==> src/rtl/rs_issue_sched.sv <==
// Reservation-station issue scheduler: age-matrix oldest-first pick for one
// ALU port (valid/ready with lock) and one non-pipelined multiplier.
module rs_issue_entry #(
   parameter int N = 8,
   parameter int I = 0
) (
   input  logic [N-1:0] cand_alu,
   input  logic [N-1:0] cand_mul,
   input  logic [N-1:0] older_col,
   output logic         win_alu,
   output logic         win_mul
);
   // older_col[j] = older[j][I]: entry I loses if any same-class candidate predates it
   assign win_alu = cand_alu[I] & ~|(cand_alu & older_col);
   assign win_mul = cand_mul[I] & ~|(cand_mul & older_col);
endmodule

module rs_issue_sched #(
   parameter int RS_ENTRIES = 8,
   parameter int MUL_LAT    = 3
) (
   input  logic                          clk,
   input  logic                          rst_n,
   input  logic                          flush,
   input  logic                          alloc_valid,
   input  logic [$clog2(RS_ENTRIES)-1:0] alloc_idx,
   input  logic                          alloc_is_mul,
   input  logic [RS_ENTRIES-1:0]         entry_ready,
   output logic                          alu_issue_valid,
   output logic [$clog2(RS_ENTRIES)-1:0] alu_issue_idx,
   input  logic                          alu_issue_ready,
   output logic                          mul_issue_valid,
   output logic [$clog2(RS_ENTRIES)-1:0] mul_issue_idx,
   output logic                          mul_busy,
   output logic                          mul_done,
   output logic [RS_ENTRIES-1:0]         release_mask,
   output logic [$clog2(RS_ENTRIES):0]   occupancy,
   output logic                          full,
   output logic                          alloc_err
);
   localparam int N  = RS_ENTRIES;
   localparam int IW = $clog2(RS_ENTRIES);

   logic [N-1:0]         valid, is_mul, valid_nxt;
   logic [N-1:0][N-1:0]  older, older_t;
   logic [N-1:0]         cand_alu, cand_mul, win_alu, win_mul;
   logic [IW-1:0]        alu_sel, mul_sel, lock_idx;
   logic                 alu_any, mul_any, lock_vld, alu_fire;
   logic                 alloc_hit, alloc_ok;
   logic [3:0]           cnt;
   logic [IW:0]          occ_nxt;

   assign cand_alu = valid & ~is_mul & entry_ready;
   assign cand_mul = valid &  is_mul & entry_ready;

   always_comb begin
      for (int i = 0; i < N; i++)
         for (int j = 0; j < N; j++)
            older_t[i][j] = older[j][i];
   end

   for (genvar g = 0; g < N; g++) begin : g_ent
      rs_issue_entry #(.N(N), .I(g)) u_ent (
         .cand_alu  (cand_alu),
         .cand_mul  (cand_mul),
         .older_col (older_t[g]),
         .win_alu   (win_alu[g]),
         .win_mul   (win_mul[g])
      );
   end

   // Lowest index wins ties (only reachable with equal-age entries)
   always_comb begin
      alu_sel = '0;
      mul_sel = '0;
      alu_any = 1'b0;
      mul_any = 1'b0;
      for (int i = N-1; i >= 0; i--) begin
         if (win_alu[i]) begin alu_sel = IW'(i); alu_any = 1'b1; end
         if (win_mul[i]) begin mul_sel = IW'(i); mul_any = 1'b1; end
      end
   end

   assign alu_issue_valid = ~flush & (lock_vld | alu_any);
   assign alu_issue_idx   = lock_vld ? lock_idx : alu_sel;
   assign alu_fire        = alu_issue_valid & alu_issue_ready;
   assign mul_busy        = (cnt != 4'd0);
   assign mul_done        = (cnt == 4'd1);
   assign mul_issue_valid = ~flush & mul_any & ~mul_busy;
   assign mul_issue_idx   = mul_sel;
   assign release_mask    = (alu_fire        ? (N'(1) << alu_issue_idx) : '0)
                          | (mul_issue_valid ? (N'(1) << mul_issue_idx) : '0);
   assign full            = (occupancy == (IW+1)'(N));

   // Alloc checks the pre-edge valid, so an index being released is still "taken"
   assign alloc_hit = alloc_valid & ~flush;
   assign alloc_ok  = alloc_hit & ~valid[alloc_idx];

   always_comb begin
      valid_nxt = flush ? '0
                : (valid & ~release_mask) | (alloc_ok ? (N'(1) << alloc_idx) : '0);
      occ_nxt = '0;
      for (int i = 0; i < N; i++)
         occ_nxt = occ_nxt + (IW+1)'(valid_nxt[i]);
   end

   always_ff @(posedge clk or negedge rst_n) begin
      if (!rst_n) begin
         valid     <= '0;
         is_mul    <= '0;
         older     <= '0;
         occupancy <= '0;
         alloc_err <= 1'b0;
         lock_vld  <= 1'b0;
         lock_idx  <= '0;
         cnt       <= 4'd0;
      end else begin
         valid     <= valid_nxt;
         occupancy <= occ_nxt;
         alloc_err <= alloc_hit & valid[alloc_idx];
         if (alloc_ok) begin
            is_mul[alloc_idx] <= alloc_is_mul;
            for (int i = 0; i < N; i++) begin
               older[alloc_idx][i] <= 1'b0;
               older[i][alloc_idx] <= valid[i];
            end
         end
         if (flush || alu_fire) begin
            lock_vld <= 1'b0;
         end else if (alu_issue_valid) begin
            lock_vld <= 1'b1;
            lock_idx <= alu_issue_idx;
         end
         if (flush)                cnt <= 4'd0;
         else if (mul_issue_valid) cnt <= 4'(MUL_LAT);
         else if (cnt != 4'd0)     cnt <= cnt - 4'd1;
      end
   end
endmodule

==> config.mk <==
export PLATFORM = sky130hd
export DESIGN_NAME = rs_issue_sched
export DESIGN_NICKNAME = d
export VERILOG_FILES = /design/src/rtl/rs_issue_sched.sv
export SDC_FILE = /design/constraint.sdc
export NUM_CORES = 1
export LEC_CHECK = 0
export CORE_MARGIN = 2
export CORE_UTILIZATION = 59
export CTS_CLUSTER_SIZE = 14
export DETAILED_ROUTE_END_ITERATION = 8
export PLACE_DENSITY = 0.8
export SYNTH_ARGS = -nofsm -noshare
export SYNTH_HDL_FRONTEND = slang
export SYNTH_HIERARCHICAL = 1
export SYNTH_SLANG_ARGS = --single-unit
==> constraint.sdc <==
create_clock -name clk -period 6.9 [get_ports clk]
set_clock_uncertainty 0.05 [all_clocks]
set_input_delay 0.69 -clock clk [delete_from_list [all_inputs] [get_ports clk]]
set_output_delay 0.69 -clock clk [all_outputs]
set_load 0.01 [all_outputs]
==> impl_metrics.json <==
{
  "dr.max_layer_used": "met4",
  "wl_met3_um": 1860,
  "ys.flops": 93,
  "totalPowerFinal_uw": 1330,
  "dpl-instance-area_mm2": 0.00591,
  "top_cell": "dfrtp_1",
  "power.density_mw_per_mm2": 217,
  "antenna_found_initial": 0,
  "largest_register_ffs": 56,
  "drt_iter0_drc": 410,
  "mux_share_pct": 9.14,
  "fmax_ghz": 0.169,
  "fp.dieArea_mm2": 0.00995,
  "drive_gt1_share_pct": 9.21,
  "synthTopCellsByArea": "dfrtp_1 (43%), a22oi_1 (6.9%), mux2i_1 (6.8%)",
  "drt-met1-wl_um": 7230,
  "hold_viol_final": 0,
  "top_logic_kind": "AND-OR/OR-AND gates",
  "final_common_cell": "dfrtp_1",
  "whs_ns": 0.253,
  "synth-edff-count": 0,
  "grt_overflow": 0,
  "grt_pass1_wl_um": 28100,
  "fin_nets": 631,
  "fp_util_pct": 61.4,
  "yosysChipArea_mm2": 0.00541,
  "wl_met2_um": 8130,
  "maxCapViolations": 0,
  "synthFlopType": "dfrtp_1",
  "rsz0062_at_grt": "false",
  "cts_hold_buf": 0,
  "ys_seq_share_pct": 43.0,
  "hold_class": "in2async",
  "place.gp.congestion": 1.04,
  "cts_buffer_depth": 2,
  "critPathRequiredTime_ns": 7.12,
  "num_vias": 4899,
  "cts-resized-gates": 0,
  "io_pins": 41,
  "power_leakage_uw": 0.00268,
  "htreeDepth": 3,
  "drt_pass1_iterations": 5,
  "end_kind": "flip-flop",
  "slew_headroom_pct": 24.7,
  "crit_path_start_kind": "primary input",
  "status": "complete, no violations",
  "wire_per_inst_um": 25.0,
  "critPathArrivalTime_ns": 6.15,
  "final_cell_mix": "dfrtp_1 (93), nor2_1 (74), nand2_1 (65), a22oi_1 (50), clkdlybuf4s50_1 (39)",
  "clk_pin_slew_ns": 0.09,
  "top_area_share_pct": 43.0,
  "async_flop_share_pct": 100,
  "instances_no_fill": 716,
  "cts_tree": "yes",
  "path_delay_family": "adder cells",
  "ir_worst_vdd_mv": 0.116,
  "setup_viol": 0,
  "ys_sh_adder_pct": 2.87,
  "syn_avg_cell_area_um2": 9.57,
  "diodes": 0,
  "synthesis.nets": 592,
  "dp.cells": 701,
  "xor_share_pct": 0.324,
  "postLayoutCoreUtil_pct": 69.6,
  "die_h_um": 99.8,
  "port_buffers": 40,
  "path_buffers": 6,
  "top_usage_layer": "met2",
  "top_cells_by_count": "dfrtp_1 (93), nor2_1 (74), nand2_1 (65)"
}
final timing paths:
path,start,end,slack [ns],depth (start not counted)
worst min register to register,flip-flop,flip-flop,0.48,1
max in group asynchronous,rst_n,older[47],5.53,2
worst min-delay path,rst_n,alloc_err,0.25,1
min in group clk,flip-flop,flip-flop,0.48,1
worst max-delay path,entry_ready[5],occupancy[1],0.97,21
worst max register to register,valid[3],occupancy[1],1.18,20
power by group:
group          internal (µW)  switching, µW  leakage [µW]
Clock                    212            197      0.000105
Combinational            113            149       0.00133
Sequential               596           60.8       0.00125
final cells by class:
class                      count  area [µm²]
sequential                    93        2330
tap                          108         135
multi-input combinational    419        2850
timing repair buffer          54         503
fill                         701        2680
clock buffer                  11         141
inverter                      27         101
clock inverter                 4        72.6
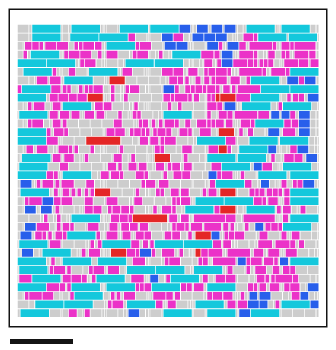
Figure 1: placement by cell class.
Bar = 20 µm. Fill, decap, tap and diode cells in gray.
legend:
  flops:
    color: cyan
    cells: 93
    share_of_their_area: 39%
  other buffers and delay cells:
    color: blue
    cells: 54
    share_of_their_area: 8.4%
  clock drivers and dummy loads:
    color: red
    cells: 15
    share_of_their_area: 3.6%
  all other logic:
    color: magenta
    cells: 446
    share_of_their_area: 49%
final instance area: 0.00613 mm²
num rows: 34
Core ar.: 0.00881 mm²

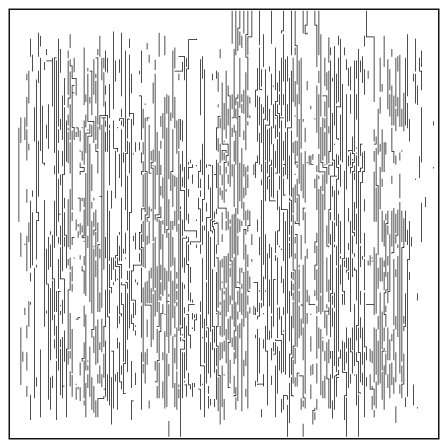
Figure 2: M2 wires.
wire length on this layer: 8130 µm
nets with wire on the layer: 538
main direction: vertical

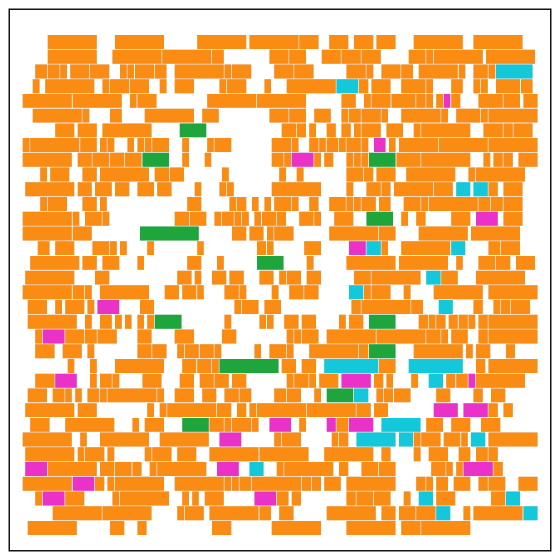
Figure 3: cell sizes after repair.
legend:
  drive 6 and up:
    color: green
    cells: 12
    share: 2.0%
  drive 2:
    color: magenta
    cells: 22
    share: 3.6%
  drive 3 to 4:
    color: cyan
    cells: 22
    share: 3.6%
  drive 1 or less:
    color: orange
    cells: 552
    share: 91%
Setup WS post-layout: 0.969 ns
Non-clock buffers: 54
synth-to-layout area growth: 13.3%

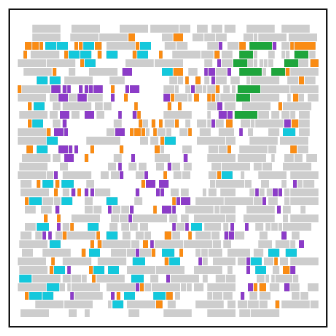
Figure 4: logic cells by family.
legend:
  adder and majority cells:
    color: green
    cells: 10
    most_used: ha_1
    where: top right
  NAND gates:
    color: purple
    cells: 94
    most_used: nand2_1
  NOR gates:
    color: orange
    cells: 100
    most_used: nor2_1
    where: widely spread
  multiplexers:
    color: cyan
    cells: 48
    most_used: mux2i_1
    where: widely spread

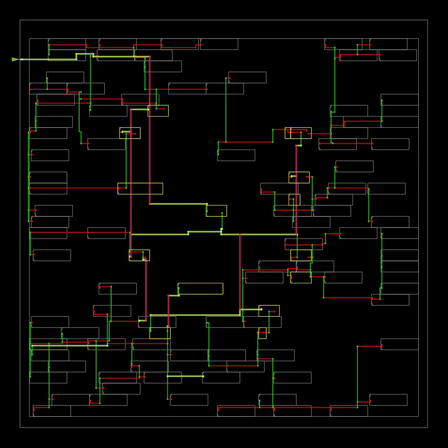
Figure 5: clock wiring as the flow saved it.
CTS Buf Count: 9
seq_cells: 93
Clock Sinks: 93

Power figures rest on the tool's default switching activity, not on a simulated workload.
